## config.mk

```make
export PLATFORM = sky130hd
export DESIGN_NAME = regfile_scoreboard_flat
export DESIGN_NICKNAME = d
export VERILOG_FILES = /design/src/rtl/regfile_scoreboard_if.sv /design/src/rtl/regfile_scoreboard.sv /design/src/flat_wrapper.sv
export SDC_FILE = /design/constraint.sdc
export NUM_CORES = 2
export LEC_CHECK = 0
export CORE_ASPECT_RATIO = 1.2
export CORE_MARGIN = 4
export CORE_UTILIZATION = 35
export CTS_CLUSTER_SIZE = 24
export DETAILED_ROUTE_END_ITERATION = 7
export GPL_ROUTABILITY_DRIVEN = 0
export PLACE_DENSITY = 0.47
export SYNTH_ARGS = -nofsm -noshare
export SYNTH_HDL_FRONTEND = slang
export SYNTH_SLANG_ARGS = --single-unit
```

## constraint.sdc

```tcl
create_clock -name clk -period 3.1 [get_ports clk]
set_clock_uncertainty 0.15 [all_clocks]
set_input_delay 0.775 -clock clk [delete_from_list [all_inputs] [get_ports clk]]
set_output_delay 0.775 -clock clk [all_outputs]
set_load 0.02 [all_outputs]
```

## src/rtl/regfile_scoreboard_if.sv

```systemverilog
// Register-file port bundle: read ports, write ports, allocation and scoreboard outputs.
// Fields are packed per port (port i at [i*W +: W]); the master drives requests, the slave answers.
interface regfile_scoreboard_if #(
    parameter int REG_NUM         = 32,
    parameter int DATA_WIDTH      = 32,
    parameter int NUM_READ_PORTS  = 4,
    parameter int NUM_WRITE_PORTS = 2
);
    localparam int AW = $clog2(REG_NUM);

    logic [NUM_READ_PORTS-1:0]             rdEn;
    logic [NUM_READ_PORTS*AW-1:0]          rdAddr;
    logic [NUM_READ_PORTS*DATA_WIDTH-1:0]  rdData;
    logic [NUM_READ_PORTS-1:0]             rdBusy;
    logic [NUM_WRITE_PORTS-1:0]            wrEn;
    logic [NUM_WRITE_PORTS*AW-1:0]         wrAddr;
    logic [NUM_WRITE_PORTS*DATA_WIDTH-1:0] wrData;
    logic                                  allocEn;
    logic [AW-1:0]                         allocAddr;
    logic [REG_NUM-1:0]                    busyVec;
    logic                                  conflict;

    modport master (
        output rdEn, rdAddr, wrEn, wrAddr, wrData, allocEn, allocAddr,
        input  rdData, rdBusy, busyVec, conflict
    );

    modport slave (
        input  rdEn, rdAddr, wrEn, wrAddr, wrData, allocEn, allocAddr,
        output rdData, rdBusy, busyVec, conflict
    );
endinterface

```

## src/rtl/regfile_scoreboard.sv

```systemverilog
// Multi-ported register file with per-register busy scoreboard; REGFILE_BYPASS_EN adds write-to-read forwarding.
// Latency: reads registered, 1 cycle; writes/allocations visible after the edge.
// Backpressure: none, every request is accepted every cycle.
module regfile_scoreboard #(
    parameter int REG_NUM         = 32,
    parameter int DATA_WIDTH      = 32,
    parameter int NUM_READ_PORTS  = 4,
    parameter int NUM_WRITE_PORTS = 2,
    parameter int ZERO_REG        = 1
) (
    input logic                 clk,
    input logic                 rstN,
    regfile_scoreboard_if.slave bus
);
    localparam int AW = $clog2(REG_NUM);

    typedef logic [DATA_WIDTH-1:0] data_t;
    typedef logic [AW-1:0]         addr_t;

    data_t                     regs_q    [REG_NUM];
    data_t                     regs_d    [REG_NUM];
    logic [REG_NUM-1:0]        busy_q;
    logic [REG_NUM-1:0]        busy_d;
    data_t                     rd_data_q [NUM_READ_PORTS];
    data_t                     rd_data_d [NUM_READ_PORTS];
    logic [NUM_READ_PORTS-1:0] rd_busy_q;
    logic [NUM_READ_PORTS-1:0] rd_busy_d;
    logic                      conflict_q;
    logic                      conflict_d;

    function automatic logic is_writable(addr_t a);
        return !((ZERO_REG != 0) && (a == '0));
    endfunction

    always_comb begin
        logic [REG_NUM-1:0] wr_hit;
        data_t              wr_val [REG_NUM];
        addr_t              wa;
        addr_t              ra;

        wr_hit     = '0;
        wa         = '0;
        ra         = '0;
        conflict_d = 1'b0;
        for (int r = 0; r < REG_NUM; r++) begin
            wr_val[r] = '0;
        end

        // Ascending scan: a later (higher-indexed) port overwrites the winner.
        for (int w = 0; w < NUM_WRITE_PORTS; w++) begin
            wa = bus.wrAddr[w*AW +: AW];
            if (bus.wrEn[w] && is_writable(wa)) begin
                if (wr_hit[wa]) begin
                    conflict_d = 1'b1;
                end
                wr_hit[wa] = 1'b1;
                wr_val[wa] = bus.wrData[w*DATA_WIDTH +: DATA_WIDTH];
            end
        end

        regs_d = regs_q;
        busy_d = busy_q;
        for (int r = 0; r < REG_NUM; r++) begin
            if (wr_hit[r]) begin
                regs_d[r] = wr_val[r];
                busy_d[r] = 1'b0;
            end
        end
        // A new producer supersedes a same-edge writeback.
        if (bus.allocEn && is_writable(bus.allocAddr)) begin
            busy_d[bus.allocAddr] = 1'b1;
        end

        rd_data_d = rd_data_q;
        rd_busy_d = rd_busy_q;
        for (int i = 0; i < NUM_READ_PORTS; i++) begin
            if (bus.rdEn[i]) begin
                ra = bus.rdAddr[i*AW +: AW];
`ifdef REGFILE_BYPASS_EN
                if (wr_hit[ra]) begin
                    rd_data_d[i] = wr_val[ra];
                    rd_busy_d[i] = busy_d[ra];
                end else begin
                    rd_data_d[i] = regs_q[ra];
                    rd_busy_d[i] = busy_q[ra];
                end
`else
                rd_data_d[i] = regs_q[ra];
                rd_busy_d[i] = busy_q[ra];
`endif
            end
        end
    end

    always_ff @(posedge clk or negedge rstN) begin
        if (!rstN) begin
            regs_q     <= '{default: '0};
            busy_q     <= '0;
            rd_data_q  <= '{default: '0};
            rd_busy_q  <= '0;
            conflict_q <= 1'b0;
        end else begin
            regs_q     <= regs_d;
            busy_q     <= busy_d;
            rd_data_q  <= rd_data_d;
            rd_busy_q  <= rd_busy_d;
            conflict_q <= conflict_d;
        end
    end

    for (genvar g = 0; g < NUM_READ_PORTS; g++) begin : g_rd_out
        assign bus.rdData[g*DATA_WIDTH +: DATA_WIDTH] = rd_data_q[g];
    end
    assign bus.rdBusy   = rd_busy_q;
    assign bus.busyVec  = busy_q;
    assign bus.conflict = conflict_q;
endmodule

```

## src/flat_wrapper.sv

```systemverilog
// flat-port wrapper written by rule: the top's interface ports become plain ports
module regfile_scoreboard_flat 
#(
    parameter int REG_NUM         = 32,
    parameter int DATA_WIDTH      = 32,
    parameter int NUM_READ_PORTS  = 4,
    parameter int NUM_WRITE_PORTS = 2,
    parameter int ZERO_REG        = 1
)
  (clk, rstN, bus_rdEn, bus_rdAddr, bus_wrEn, bus_wrAddr, bus_wrData, bus_allocEn, bus_allocAddr, bus_rdData, bus_rdBusy, bus_busyVec, bus_conflict);
  regfile_scoreboard_if #(.REG_NUM(REG_NUM), .DATA_WIDTH(DATA_WIDTH), .NUM_READ_PORTS(NUM_READ_PORTS), .NUM_WRITE_PORTS(NUM_WRITE_PORTS)) bus_i ();
  input logic clk;
  input logic rstN;
  input wire logic [$bits(bus_i.rdEn)-1:0] bus_rdEn;
  input wire logic [$bits(bus_i.rdAddr)-1:0] bus_rdAddr;
  input wire logic [$bits(bus_i.wrEn)-1:0] bus_wrEn;
  input wire logic [$bits(bus_i.wrAddr)-1:0] bus_wrAddr;
  input wire logic [$bits(bus_i.wrData)-1:0] bus_wrData;
  input wire logic [$bits(bus_i.allocEn)-1:0] bus_allocEn;
  input wire logic [$bits(bus_i.allocAddr)-1:0] bus_allocAddr;
  output wire logic [$bits(bus_i.rdData)-1:0] bus_rdData;
  output wire logic [$bits(bus_i.rdBusy)-1:0] bus_rdBusy;
  output wire logic [$bits(bus_i.busyVec)-1:0] bus_busyVec;
  output wire logic [$bits(bus_i.conflict)-1:0] bus_conflict;
  assign bus_i.rdEn = bus_rdEn;
  assign bus_i.rdAddr = bus_rdAddr;
  assign bus_i.wrEn = bus_wrEn;
  assign bus_i.wrAddr = bus_wrAddr;
  assign bus_i.wrData = bus_wrData;
  assign bus_i.allocEn = bus_allocEn;
  assign bus_i.allocAddr = bus_allocAddr;
  assign bus_rdData = bus_i.rdData;
  assign bus_rdBusy = bus_i.rdBusy;
  assign bus_busyVec = bus_i.busyVec;
  assign bus_conflict = bus_i.conflict;
  regfile_scoreboard #(.REG_NUM(REG_NUM), .DATA_WIDTH(DATA_WIDTH), .NUM_READ_PORTS(NUM_READ_PORTS), .NUM_WRITE_PORTS(NUM_WRITE_PORTS), .ZERO_REG(ZERO_REG)) u_core (.clk(clk), .rstN(rstN), .bus(bus_i));
endmodule
```

Figure 1. Wiring by layer.
(1 px per um)
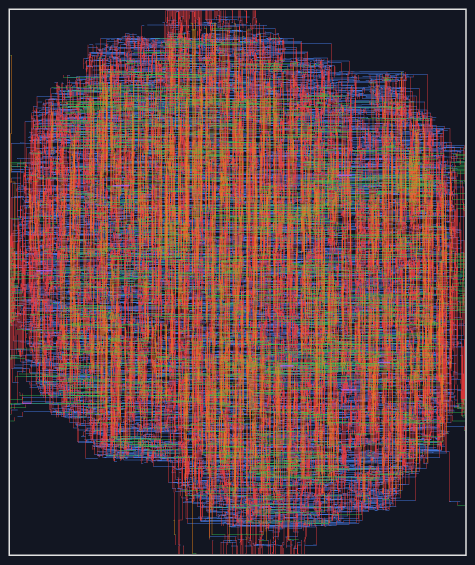
Blue marks metal 1, wire length 160 mm. Purple marks metal 5, wire length 85.6 um. Green marks metal 3, wire length 46.7 mm. Orange marks metal 4, wire length 48.6 mm. Red marks metal 2, wire length 203 mm.
WL/cell: 41.8 um
Total Wirelength: 458000 um
gr usage total: 36.3%

Figure 2. Clock wiring as the flow saved it.
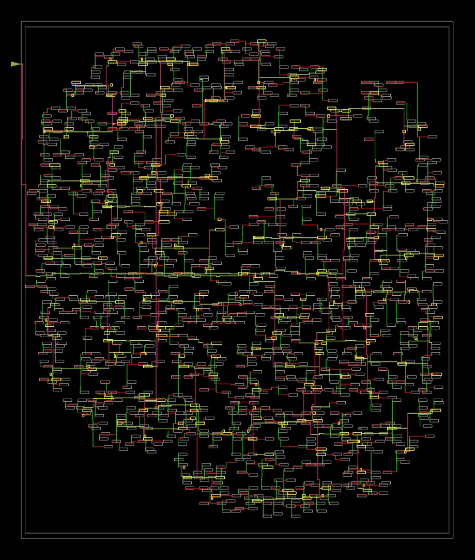
Clock group: 18500 uW
Late-Pin Clk Latency: 880 ps
number of CTS-inserted buffers: 150
flip-flops: 1189

==> results.cfg <==
; physical design summary
[detailed_routing]
vias_per_cell = 6.78
wl_met3_um = 46700
wl_met1_um = 160000
met2WireLength_um = 203000
ant_nets = 0

[timing]
setup_viol = 0
fin_crit_sh_pct = 100
setup_ws_ps = 1.27
period_minus_slack_ps = 3100
rsz0062_at_grt = false
maxSlewHeadroom_pct = 26.0
hold_slack_ps = 268

[finish]
lay_top_count = dfrtp_1
finalNonFillerCells = 10900
layout_top_cells = dfrtp_1 (1168), mux4_2 (1056), mux2i_1 (992)
fin_area_um2 = 103000

[setup_path]
reg2reg_to = u_core.bus.rdBusy[3]
cp-endpoint = bus_rdData[78]
crit_chain = clkdlybuf4s50_1
worstPathRequired_ps = 2170
cp.depth = 1
rr_worst_depth = 4
start_kind = register
end_kind = output pin
critPathSlowestCell = clkdlybuf4s50_1
cpPeakStageDelay_ps = 690
arrival_ps = 2170

[global_route]
grt_max_degree = 83

[placed_design]
dpl_cell_area_um2 = 98100
post-dp-hpwl_um = 325000

[synthesis]
top_logic_kind = multiplexers
async_reset_ff_share_pct = 100
ys_cells = 7209
syn_area_per_cell_um2 = 11.6
ys_sh_xor_pct = 0.0417
syn_area_um2 = 84000

[flow_run]
cap_violations = 0

[die]
die_y_um = 545

[clock_network]
clk_path_buf_depth = 3

[status]
status = finished clean

[power_and_ir_drop]
leakagePower_uw = 0.0421

[worst_hold_path]
holdPathStages = 2
Figure 3. Wires at chosen ports, followed through buffers.
(1 px per um)
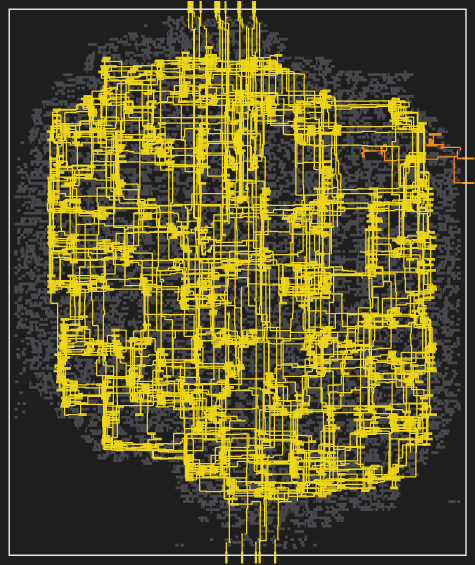
Orange marks bus_wrEn, bits 2, direction input, edge east, end cells 15, buffers 4, wire 246 um. Yellow marks bus_rdAddr, bits 20, direction input, edge 15 north, 5 south, end cells 1112, buffers 248, wire 58.2 mm.
I/O pin count: 273
I/O Buffers: 272

Figure 4. Sequential cells grouped by signal name.
(1 px per um) Other sequential cells in the stronger gray, the rest of the logic in the fainter gray.
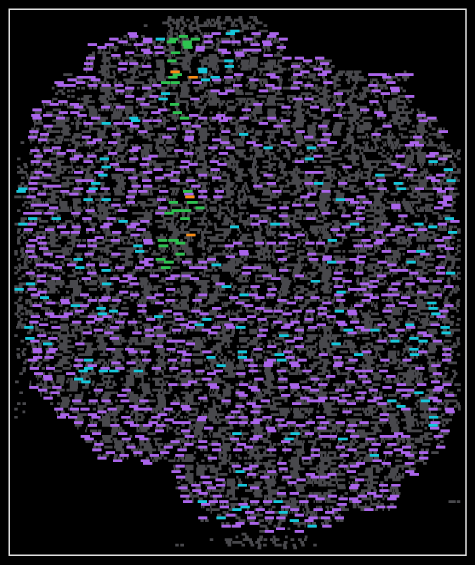
Green marks u_core.bus.busyVec, flops 32. Purple marks u_core.regs_q, flops 1024, where all over the die. Cyan marks u_core.bus.rdData, flops 128. Orange marks u_core.bus.rdBusy, flops 4, where north.
Another 1 sequential cells are not colored.
post-layout util: 43.4%
sequential cell area share: 28.9%

## where the power goes
group          switching [uW]  leakage (uW)  internal, uW
clock                    8050       0.00246         10400
sequential               5990        0.0145         19500
combinational            9180        0.0252         11300
## final cells by class
class	count	area [um^2]
Sequential cell	1189	29800
Multi-Input combinational cell	5061	50000
Inverter	41	154
Clock buffer	208	4200
Clock inverter	65	827
Antenna cell	22	55.1
Fill cell	21900	135000
Timing Repair Buffer	1193	14200
Tap cell	3168	3960
## cells in the mapped netlist, types with 3 or more instances
library cell / n
dfrtp_1: 1189
mux2i_1: 992
o22ai_1: 438
nor2_2: 12
buf_8: 3
inv_1: 41
o22a_1: 30
nor2_1: 573
nand2_1: 529
and2_1: 5
a21oi_1: 551
nand3b_1: 13
xnor2_1: 3
o21ai_0: 465
and3_1: 5
clkbuf_1: 539
mux2_2: 95
nand2b_1: 11
buf_4: 95
nand3_1: 11
and3b_1: 4
nor4_1: 95
buf_6: 75
mux4_2: 1056
nor3b_1: 8
a32o_1: 11
or3b_1: 6
or3_1: 15
o32ai_1: 30
buf_1: 53
buf_2: 152
o221ai_1: 67
a22o_1: 6
nor2b_1: 9
## flip-flops by register name, indices dropped and copies added (netlist names)
| signal | cells |
|---|---|
| u_core.bus.rdBusy | 4 |
| u_core.bus.rdData | 128 |
| u_core.bus.conflict | 1 |
| u_core.regs_q | 1024 |
| u_core.bus.busyVec | 32 |
## timing repair
item                                    CTS  global route
resized                                  30             1
endpoints found under the setup margin   26             1
endpoints found under the hold margin    27             0
pin swaps                                 0             0
setup buffers                             1             0
hold buffers                              1             0
## cells by family after synthesis
| logic type | count (synthesis) |
|---|---|
| muxes | 2143 |
| DFF | 1189 |
| buffers and inverters | 959 |
| and+or+nand+nor | 1310 |
| xor gates and xnor gates | 4 |
| AOI/OAI and AO/OA | 1604 |
Power and IR drop assume default switching activity.
